Run 1, signal wires on met1:
Bar = 50 microns. Cells faint in the background.
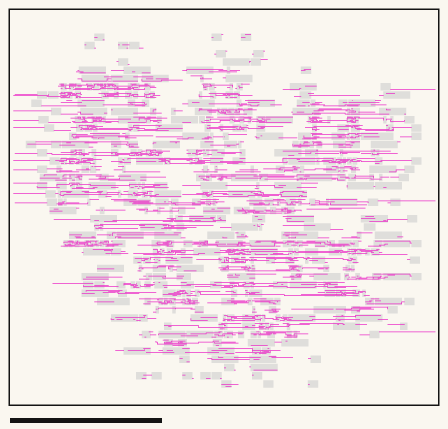
Run 1, the metal 2 layer:
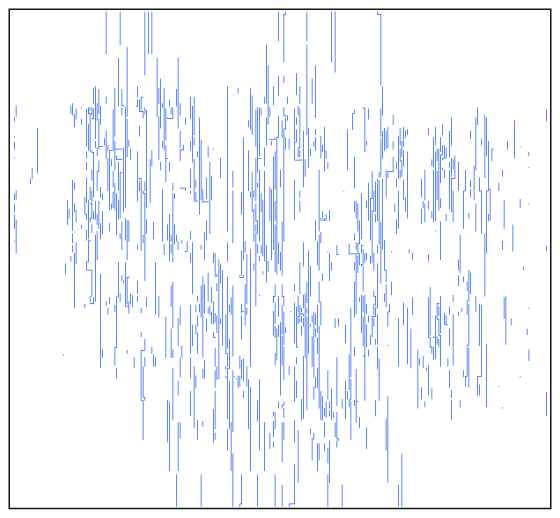
Run 1, signal wires on met3:
Bar = 50 microns.
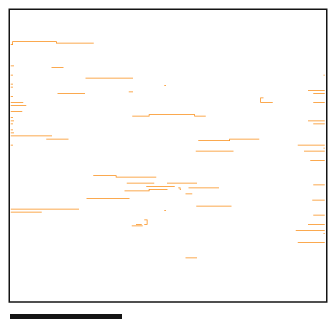
**config.mk**
```make
export PLATFORM = sky130hd
export DESIGN_NAME = bin2decdigi_seq
export DESIGN_NICKNAME = d
export VERILOG_FILES = /design/src/rtl/bin2decdigi_seq.sv
export SDC_FILE = /design/constraint.sdc
export NUM_CORES = 1
export LEC_CHECK = 0
export CORE_AREA = 5 5 136 125
export CTS_CLUSTER_SIZE = 28
export DETAILED_ROUTE_END_ITERATION = 12
export DIE_AREA = 0 0 141 130
export PLACE_DENSITY = 0.52
export SLEW_MARGIN = 10
export SYNTH_ARGS = -nofsm -noshare
export SYNTH_HDL_FRONTEND = slang
export SYNTH_SLANG_ARGS = --single-unit
```
**constraint.sdc**
```tcl
create_clock -name clock -period 3.2 [get_ports clock]
set_input_delay 0.64 -clock clock [delete_from_list [all_inputs] [get_ports clock]]
set_output_delay 0.64 -clock clock [all_outputs]
set_load 0.02 [all_outputs]
```
**src/rtl/bin2decdigi_seq.sv**
```systemverilog
// rtl/bin2decdigi_seq.sv - sequential binary to 7-segment decimal display encoder
//
// Converts an unsigned WIDTH-bit value to DIGITS seven-segment codes using a
// serial double-dabble (one bit per clock), then encodes the BCD result.
//
// Ports:
//   clock      - sole clock, rising edge
//   rst_n      - asynchronous active-low reset
//   in_valid   - bin holds a value to convert
//   in_ready   - block can accept a value (high only in IDLE)
//   bin        - unsigned binary input, sampled only on the accepting edge
//   out_valid  - digi/overflow hold a finished result
//   out_ready  - consumer takes the result
//   digi       - segment codes, digi[7*i+6:7*i] is decimal digit i (0 = units)
//   overflow   - value needs more than DIGITS digits

module bin2decdigi_seq #(
    parameter int WIDTH    = 16,
    parameter int DIGITS   = 5,
    parameter bit BLANK_LZ = 1'b1
) (
    input  logic                  clock,
    input  logic                  rst_n,
    input  logic                  in_valid,
    output logic                  in_ready,
    input  logic [WIDTH-1:0]      bin,
    output logic                  out_valid,
    input  logic                  out_ready,
    output logic [7*DIGITS-1:0]   digi,
    output logic                  overflow
);

    // WIDTH/3+1 nibbles always cover 2^WIDTH-1; NP pads to DIGITS when the
    // display is wider than the BCD register so every digit has a source.
    localparam int NI = WIDTH / 3 + 1;
    localparam int NP = (DIGITS > NI) ? DIGITS : NI;
    localparam int CW = $clog2(WIDTH);

    typedef enum logic [1:0] {IDLE, CONV, ENC, DONE} state_t;

    state_t                state_q, state_d;
    logic [WIDTH-1:0]      shift_q, shift_d;
    logic [4*NI-1:0]       bcd_q, bcd_d;
    logic [CW-1:0]         cnt_q, cnt_d;
    logic [7*DIGITS-1:0]   digi_q, digi_d;
    logic                  ovf_q, ovf_d;
    logic                  out_valid_q, out_valid_d;

    logic [4*NI-1:0]       bcd_adj;
    logic [7*DIGITS-1:0]   enc_digi;
    logic                  enc_ovf;

    function automatic logic [6:0] seg7(input logic [3:0] d);
        case (d)
            4'd0:    seg7 = 7'b0111111;
            4'd1:    seg7 = 7'b0011000;
            4'd2:    seg7 = 7'b1110110;
            4'd3:    seg7 = 7'b1111100;
            4'd4:    seg7 = 7'b1011001;
            4'd5:    seg7 = 7'b1101101;
            4'd6:    seg7 = 7'b1101111;
            4'd7:    seg7 = 7'b0111000;
            4'd8:    seg7 = 7'b1111111;
            4'd9:    seg7 = 7'b1111101;
            default: seg7 = 7'b0000000;
        endcase
    endfunction

    // Double-dabble correction: a nibble >= 5 would exceed 9 after doubling.
    always_comb begin
        bcd_adj = bcd_q;
        for (int i = 0; i < NI; i++) begin
            if (bcd_q[4*i +: 4] >= 4'd5) begin
                bcd_adj[4*i +: 4] = bcd_q[4*i +: 4] + 4'd3;
            end
        end
    end

    // Result encoding. Scanning from the top digit down, "seen" goes high at
    // the first nonzero displayed digit; everything above it is blanked.
    always_comb begin
        logic [4*NP-1:0] bcd_pad;
        logic            seen;
        bcd_pad  = (4*NP)'(bcd_q);
        enc_ovf  = 1'b0;
        enc_digi = '0;
        seen     = 1'b0;
        for (int i = 0; i < NP; i++) begin
            if (i >= DIGITS && bcd_pad[4*i +: 4] != 4'd0) begin
                enc_ovf = 1'b1;
            end
        end
        for (int i = DIGITS - 1; i >= 0; i--) begin
            if (bcd_pad[4*i +: 4] != 4'd0) begin
                seen = 1'b1;
            end
            if (seen || i == 0 || !BLANK_LZ) begin
                enc_digi[7*i +: 7] = seg7(bcd_pad[4*i +: 4]);
            end
        end
    end

    always_comb begin
        state_d     = state_q;
        shift_d     = shift_q;
        bcd_d       = bcd_q;
        cnt_d       = cnt_q;
        digi_d      = digi_q;
        ovf_d       = ovf_q;
        out_valid_d = out_valid_q;
        case (state_q)
            IDLE: begin
                if (in_valid) begin
                    shift_d = bin;
                    bcd_d   = '0;
                    cnt_d   = '0;
                    state_d = CONV;
                end
            end
            CONV: begin
                // {bcd, shift} shifted left as one register.
                bcd_d   = (bcd_adj << 1) | (4*NI)'(shift_q[WIDTH-1]);
                shift_d = shift_q << 1;
                cnt_d   = cnt_q + CW'(1);
                if (cnt_q == CW'(WIDTH - 1)) begin
                    state_d = ENC;
                end
            end
            ENC: begin
                digi_d      = enc_digi;
                ovf_d       = enc_ovf;
                out_valid_d = 1'b1;
                state_d     = DONE;
            end
            DONE: begin
                if (out_ready) begin
                    out_valid_d = 1'b0;
                    state_d     = IDLE;
                end
            end
            default: state_d = IDLE;
        endcase
    end

    always_ff @(posedge clock or negedge rst_n) begin
        if (!rst_n) begin
            state_q     <= IDLE;
            shift_q     <= '0;
            bcd_q       <= '0;
            cnt_q       <= '0;
            digi_q      <= '0;
            ovf_q       <= 1'b0;
            out_valid_q <= 1'b0;
        end else begin
            state_q     <= state_d;
            shift_q     <= shift_d;
            bcd_q       <= bcd_d;
            cnt_q       <= cnt_d;
            digi_q      <= digi_d;
            ovf_q       <= ovf_d;
            out_valid_q <= out_valid_d;
        end
    end

    assign in_ready  = (state_q == IDLE);
    assign out_valid = out_valid_q;
    assign digi      = digi_q;
    assign overflow  = ovf_q;

endmodule
```
==> reports/notes.md, run 1 <==
The run finished with clean final reports. Pin placement for this block handled 58 I/O pins. The run gives 4.99 mm for the total met2 wirelength after detailed routing. The library cells used most frequently in the layout, excluding fill and tap cells, are sky130_fd_sc_hd__dfrtp_1 (83), sky130_fd_sc_hd__clkdlybuf4s50_1 (56), sky130_fd_sc_hd__a21oi_1 (40). The number of non-clock buffers is 67. The initial antenna violation count is 0, and the number of hold-repair buffers added at the cts stage is 0. Multiplexer cells account for 2.07% of the synthesized area. The switching portion of total power comes to 38.7%.

The total wire length was 11.1 mm. The capture point of the worst register-to-register path is recorded as digi[19]$_DFFE_PN0P_. The layout report lists the clock-cell share of area as 6.05%. The tools report the number of nets in the synthesized netlist as 520.

According to the timing report, the critical path is captured at digi[19]$_DFFE_PN0P_. Once the floorplan was initialized, standard cells occupied 29.7% of the core. The final design was reported to hold multi-input combinational gates totalling 327. The logs give 3 for the level count of the clock H-tree and 0.00454 sq mm for the chip area estimate from yosys synthesis. Counting the fill cells in the layout gives 1540. Dividing total power by cell area gives a power density of 852 mW/mm^2.

For the count of final max-slew check failures, the log shows 0. The run gives 5.06 for the via density per instance. The run gives 9.64% for the share of synthesized cell area in full adder, half adder and majority cells. The final weighted congestion of routability-driven global placement is 0.799. The iteration count recorded for the first detailed-route pass is 4. For reference, the top cells by count after synthesis are sky130_fd_sc_hd__dfrtp_1 (83), sky130_fd_sc_hd__a21oi_1 (40), sky130_fd_sc_hd__o21ai_0 (37), sky130_fd_sc_hd__ha_1 (35), sky130_fd_sc_hd__o22ai_1 (32). Number of nets still failing antenna checks after routing: 0. In this run, power in combinational logic comes to 2.04 mW. The number of enable-type register cells in the synthesized netlist works out to 0.

The run gives 4.83 mW for the total power. The timing report shows that the slowest cell on the worst path is sky130_fd_sc_hd__or4_4. Setup repair after global routing left no endpoint under its margin. The die is 141 microns wide.

Per the post-synthesis stats, the area per cell is 9.76 sq um. Sequential cells consume a total of 1.58 mW. The largest single stage delay on the critical path is 560 ps. The worst reg-to-reg path cell count is 6, and the largest net degree at the start of global routing is 46. For reference, the final report shows the hold violation count at 0. OpenSTA lists the critical path startpoint as bcd_q[16]$_DFFE_PN0P_. The final layout contains a sequential cell count of 83. The post-route worst setup slack was 823 ps. The signed area change from the synthesized netlist to the final layout is 24.7%. The run gives 0.450 mV as the worst voltage drop across the vdd grid. The tools report the power dissipated by switching net loads as 1.87 mW. The register with the most flip-flops in the layout has 35 of them. The pin closest to its max-slew limit shows a slew of 843 ps. After synthesis, the largest family of logic cells by area is AND-OR/OR-AND gates.

The CTS report gives the tree buffer count as 9. After clock tree synthesis, the repair step resized 0 gates. The tools report the overall die area as 0.0183 sq mm.

The core region is 0.0153 sq mm. With the number of different library cells in the post-synthesis netlist at 42, the number of global-route vias before repair is 3691. The global-route met3 utilization was 3.48%. Counting tap cells, the placed design contains a total of 704 instances. The synthesized design contains 83 register bits. The routing layer with the top usage in global route is met2. Registers represent a cell area share of 36.7%. The commonest register cell is sky130_fd_sc_hd__dfrtp_1. 0 antenna diodes ended up in the layout.

The run gives 45.7% as the proportion of synthesized chip area in sequential cells. Measured on the final layout, buffering overhead outside the clock network stands at 11.4%. The cell area after placement came out at 0.00532 sq mm. Yosys reported that registers with async set or reset make up 100%.

STA lists the startpoint of the worst register-to-register path as bcd_q[16]$_DFFE_PN0P_. The report lists the cells along the critical path as inv_1 > ha_1 > or4b_4 > or4_4 > nand3_1 > o2bb2ai_1. Looking at the power breakdown, combinational cells take 42.2% of the total. The clock-net power was 1.20 mW. The run gives 12.1% for the synthesized-area fraction occupied by and/or/nand/nor cells. The leading cell type in the layout, fill and taps excluded was sky130_fd_sc_hd__dfrtp_1.

The number of setup buffers added after CTS is 0. Kind of start point of the critical path: a register. Setup slack on the worst path after placement came out at 680 ps.

The largest area contributor in the synthesized netlist is sky130_fd_sc_hd__dfrtp_1. Number of vias in the routed layout: 3644. The number of buffer cells added on primary ports was 57.

In the post-synthesis netlist, the cell with the most instances is sky130_fd_sc_hd__dfrtp_1. For the wire length of the first global-routing pass, the log shows 18.8 mm. With the clock transition at the registers of the reported paths at 60 ps, the yosys stat cell total is 465. The final timing report lists clock skew as 10.4 ps. Cell internal power was estimated by the tool at 2.96 mW. The largest share of the power goes to combinational cells. The number of logged tool warnings came out at 52.

The timing report attributes the biggest portion of critical-path delay to simple AND/OR/NAND/NOR gates.
Back to the opening pictures, 'signal wires on met1':
- longest straight run: 35.4 microns
- nets with wire on the layer: 493
- wire length on this layer: 5420 microns
- share of all routed wire: 49%

Back to the opening pictures, 'the metal 2 layer':
- longest straight run: 37.7 microns
- share of all routed wire: 45%

Back to the opening pictures, 'signal wires on met3':
- longest straight run: 30.1 microns
- share of all routed wire: 4.7%
- nets with wire on the layer: 50
- wire length on this layer: 519 microns
- main direction: horizontal

Run 1, the clock network:
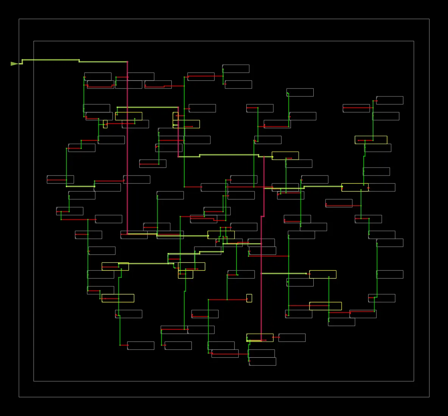

==> run 2: changes to the inputs <==
Clock period 3.2 ns to 2.3 ns, I/O delays scaled along.
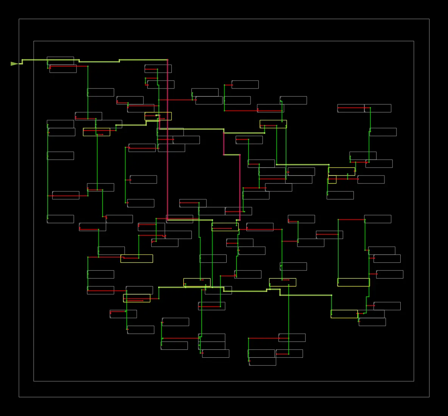
Run 2: the clock network
number of CTS-inserted buffers: 9
layout clock buffer count: 9
number of flip-flops and latches: 83
clock sink count: 83
total clock network power: 1.48 mW

==> run 2 against run 1 <==
Net effect:
- clock-buffer cell count down 2
- combinational power up 45%
- wire length up 0.13%
- synthesized cell count unchanged
- maximum frequency up 9.2%
- sequential cell count unchanged
- synthesized area unchanged
- clock power up 23%
- critical path type unchanged
- largest power group unchanged
==> reports/notes.md, run 2 <==
The internal portion of the total power is 4.04 mW. According to the cell report, the number of logic gates is 327. The clock-cell share of area was 5.09%; the placement-stage worst setup slack was 49.7 ps. The final timing report gives a worst setup slack of 122 ps. The run gives 0 as the initial antenna violation count. Worst reg-to-reg path cell count: 6. The biggest power consumer among the groups was combinational cells. The clock transition at the registers of the reported paths works out to 60 ps. The mux contribution to synthesized area was 2.07%; the total power was 6.65 mW. The switching share of power came out at 39.2%. In the layout the commonest cells are sky130_fd_sc_hd__dfrtp_1 (83), sky130_fd_sc_hd__clkdlybuf4s50_1 (55), sky130_fd_sc_hd__a21oi_1 (40).

The proportion of synthesized chip area in sequential cells was 45.7%. Before placement the cells fill 29.7% of the core. The fraction of cell area in sequential cells is reported as 36.1%. Cell with the largest stage delay on the worst path: sky130_fd_sc_hd__or4_4.

The yosys stat cell total came out at 465. The number of buffer cells added on primary ports is 57. A synthesized cell averages 9.76 sq um. Of the total synthesized cell area, the portion taken by full adders, half adders and majority gates is 9.64%.

The worst-margin pin slew was 688 ps. For reference, the critical path is launched at bcd_q[17]$_DFFE_PN0P_. The number of nets in the synthesized netlist came out at 520.

The final timing report lists a max-slew violation count of 0. sky130_fd_sc_hd__dfrtp_1 takes more of the synthesized area than any other cell. Per the repair_timing log after CTS, setup buffers inserted total 0. The report puts the hold buffer count at CTS at 0. The detailed router placed 3669 vias in this run. The largest net degree at the start of global routing came out at 50. Endpoints failing hold in the final report were tallied at 0. The endpoint identified for the worst register-to-register timing path is digi[12]$_DFFE_PN0P_.

From left edge to right edge, the die measures 141 microns. The critical path goes through inv_1 > ha_1 > or4b_4 > or4_4 > nor3_4 > nor2_1. After its last routability iteration, the placer logged a weighted congestion of 0.781. Yosys reported a register bit count of 83. Leading cell type in the layout, fill and taps excluded: sky130_fd_sc_hd__dfrtp_1. The capturing element of the worst setup path is digi[12]$_DFFE_PN0P_. For the final worst clock skew, the log shows 11.5 ps. The antenna cell count was 0. The synthesized netlist devotes 12.1% of its cell area to simple gates.

The run gives 26.6% for the signed area change from the synthesized netlist to the final layout. The run finished with clean final reports.
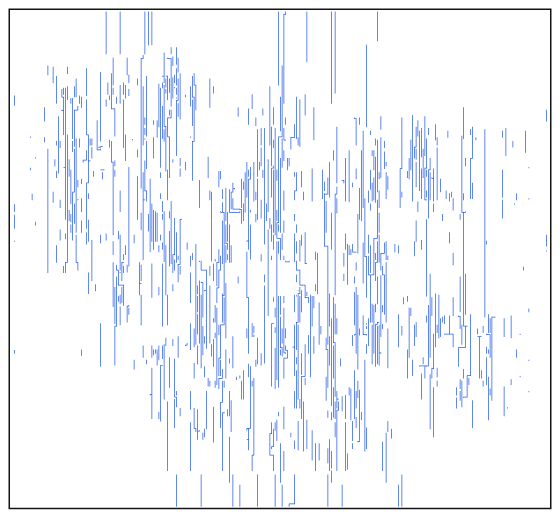
Run 2: the metal 2 layer
- main direction: vertical
- wire length on this layer: 5220 microns
- share of all routed wire: 47%
- longest straight run: 49.0 microns
- nets with wire on the layer: 461

==> run 3: changes to the inputs <==
Clock period 2.3 ns to 2.4 ns, I/O delays scaled along.
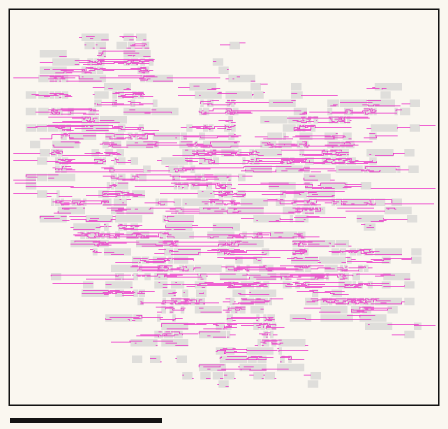
Run 3: signal wires on met1
Bar = 50 microns. Cells faint in the background.
- nets with wire on the layer: 510
- wire length on this layer: 5520 microns
- longest straight run: 35.0 microns
- main direction: horizontal
- share of all routed wire: 50%

==> run 3 against run 2 <==
Net effect:
- worst hold slack got worse by 19 ps
- combinational power shrank 5%
- non-clock buffer count is 3 lower
- worst setup slack improved by 9.7 ps
- power decreased by 4.8%
- wire length down 0.48%
- via count decreased by 0.27%
- die size did not move
- global-route usage is 0.38 points lower
- critical endpoint is now in_ready
- largest power group unchanged
==> reports/notes.md, run 3 <==
The run finished with clean final reports. Setup slack closes at 132 ps. In this run the tools logged warnings totalling 52. The analysis reports a worst IR drop on VDD of 0.521 mV.

Counting the fill cells in the layout gives 1540. By count the netlist is led by sky130_fd_sc_hd__dfrtp_1 (83), sky130_fd_sc_hd__a21oi_1 (40), sky130_fd_sc_hd__o21ai_0 (37), sky130_fd_sc_hd__ha_1 (35), sky130_fd_sc_hd__o22ai_1 (32). The placement-stage worst setup slack came out at 65.1 ps.

On the final layout, the worst clock skew is 8.65 ps. The report lists the cells along the critical path as inv_1 > ha_1 > buf_4 > clkdlybuf4s50_1. The run gives 1.42 mW for the clock-net power.

The run gives 9 as the total CTS buffers. Combinational logic is responsible for 44.3% of the overall power. For this run the top cell type by instance count after synthesis was sky130_fd_sc_hd__dfrtp_1. The synthesized netlist has a Yosys-reported chip area of 0.00454 sq mm.

Per Yosys stat, the portion of area used by sequential elements is 45.7%. Startpoint of the most critical register-to-register path: bcd_q[17]$_DFFE_PN0P_. Leaving out fill and tap cells, the most frequent cells in the layout are sky130_fd_sc_hd__dfrtp_1 (83), sky130_fd_sc_hd__clkdlybuf4s50_1 (56), sky130_fd_sc_hd__a21oi_1 (40). Clock tree synthesis found a total of 83 sinks. Counting endpoints that fail hold in the final report gives 0. The leading cell type in the layout, fill and taps excluded is sky130_fd_sc_hd__dfrtp_1. In the CTS report, the clock slew at the register clock pins of the worst setup and hold paths is listed as 60 ps.

Setup repair after global routing left no endpoint under its margin. The endpoint identified for the worst register-to-register timing path is digi[12]$_DFFE_PN0P_. The clock H-tree reported by CTS has 3 levels. The core region area came out at 0.0153 sq mm. The most critical setup path has its startpoint at state_q[0]$_DFFE_PN0P_. The mux contribution to synthesized area was 2.07%; the count of final max-slew check failures was 0.

The largest net degree at the start of global routing is 59, and the switching share of power is 39.4%. Multi-input logic cell count: 327. Per the synthesis report, the simple-gate share of the synthesized area is 12.1%. The slowest stage of the critical path belongs to the cell sky130_fd_sc_hd__clkdlybuf4s50_1.

The number of nets still failing antenna checks after routing was 0; the number of enable-type register cells in the synthesized netlist was 0. With the antenna cell count at 0, the flip-flop count of the largest register, all copies and words added is 35. The logs give 58 for the boundary pin count and 3637 for the number of global-route vias before repair. The layout has 76 buffers outside the clock class.

The internal portion of the total power is 3.84 mW. Including well taps, the total number of placed cells is 713. Number of buffer cells added on primary ports: 57.

Counting flops and latches in the post-synthesis netlist gives 83. The detailed router reports a met2 wire length of 5.00 mm. Per the synth stats, the proportion of register bits with asynchronous set or reset is 100%. For the clock buffer count, the log shows 12.

The cell area after placement is 0.00540 sq mm, and the power dissipated by switching net loads is 2.50 mW. The capture point of the critical path was reported as in_ready. Measured on the final layout, buffering overhead outside the clock network stands at 12.7%.

Largest area contributor in the synthesized netlist: sky130_fd_sc_hd__dfrtp_1. The tools report the number of instances resized during post-cts repair as 0. The number of setup buffers added after CTS is 0. The design has 83 sequential cells. For this run, the leading register cell type out of synthesis is sky130_fd_sc_hd__dfrtp_1.

The total power per unit cell area was 1110 mW/mm^2. Across the whole layout, storage elements make up 36.4% of the cell area. After global routing, the most crowded layer is met2. For the number of nets in the synthesized netlist, the log shows 520. For the combinational group, total power comes out at 2.81 mW. The initial antenna violation count is 0, and the share of synthesized cell area in full adder, half adder and majority cells is 9.64%.
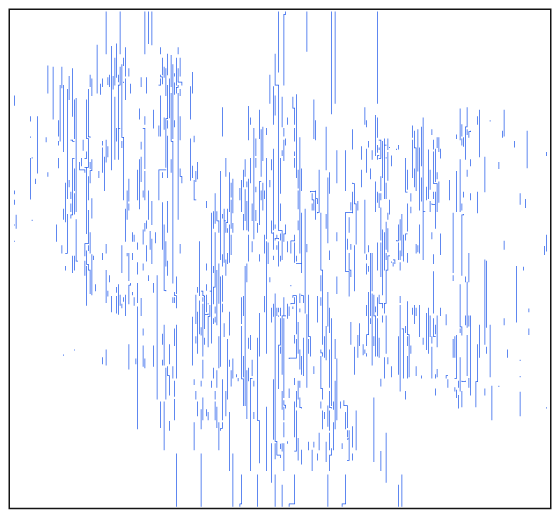
Run 3: the metal 2 layer
met2 routing resource usage after global routing: 19.7%
final wirelength: 11.1 mm
vias: 3659

Power figures rest on the tool's default switching activity, not on a simulated workload.
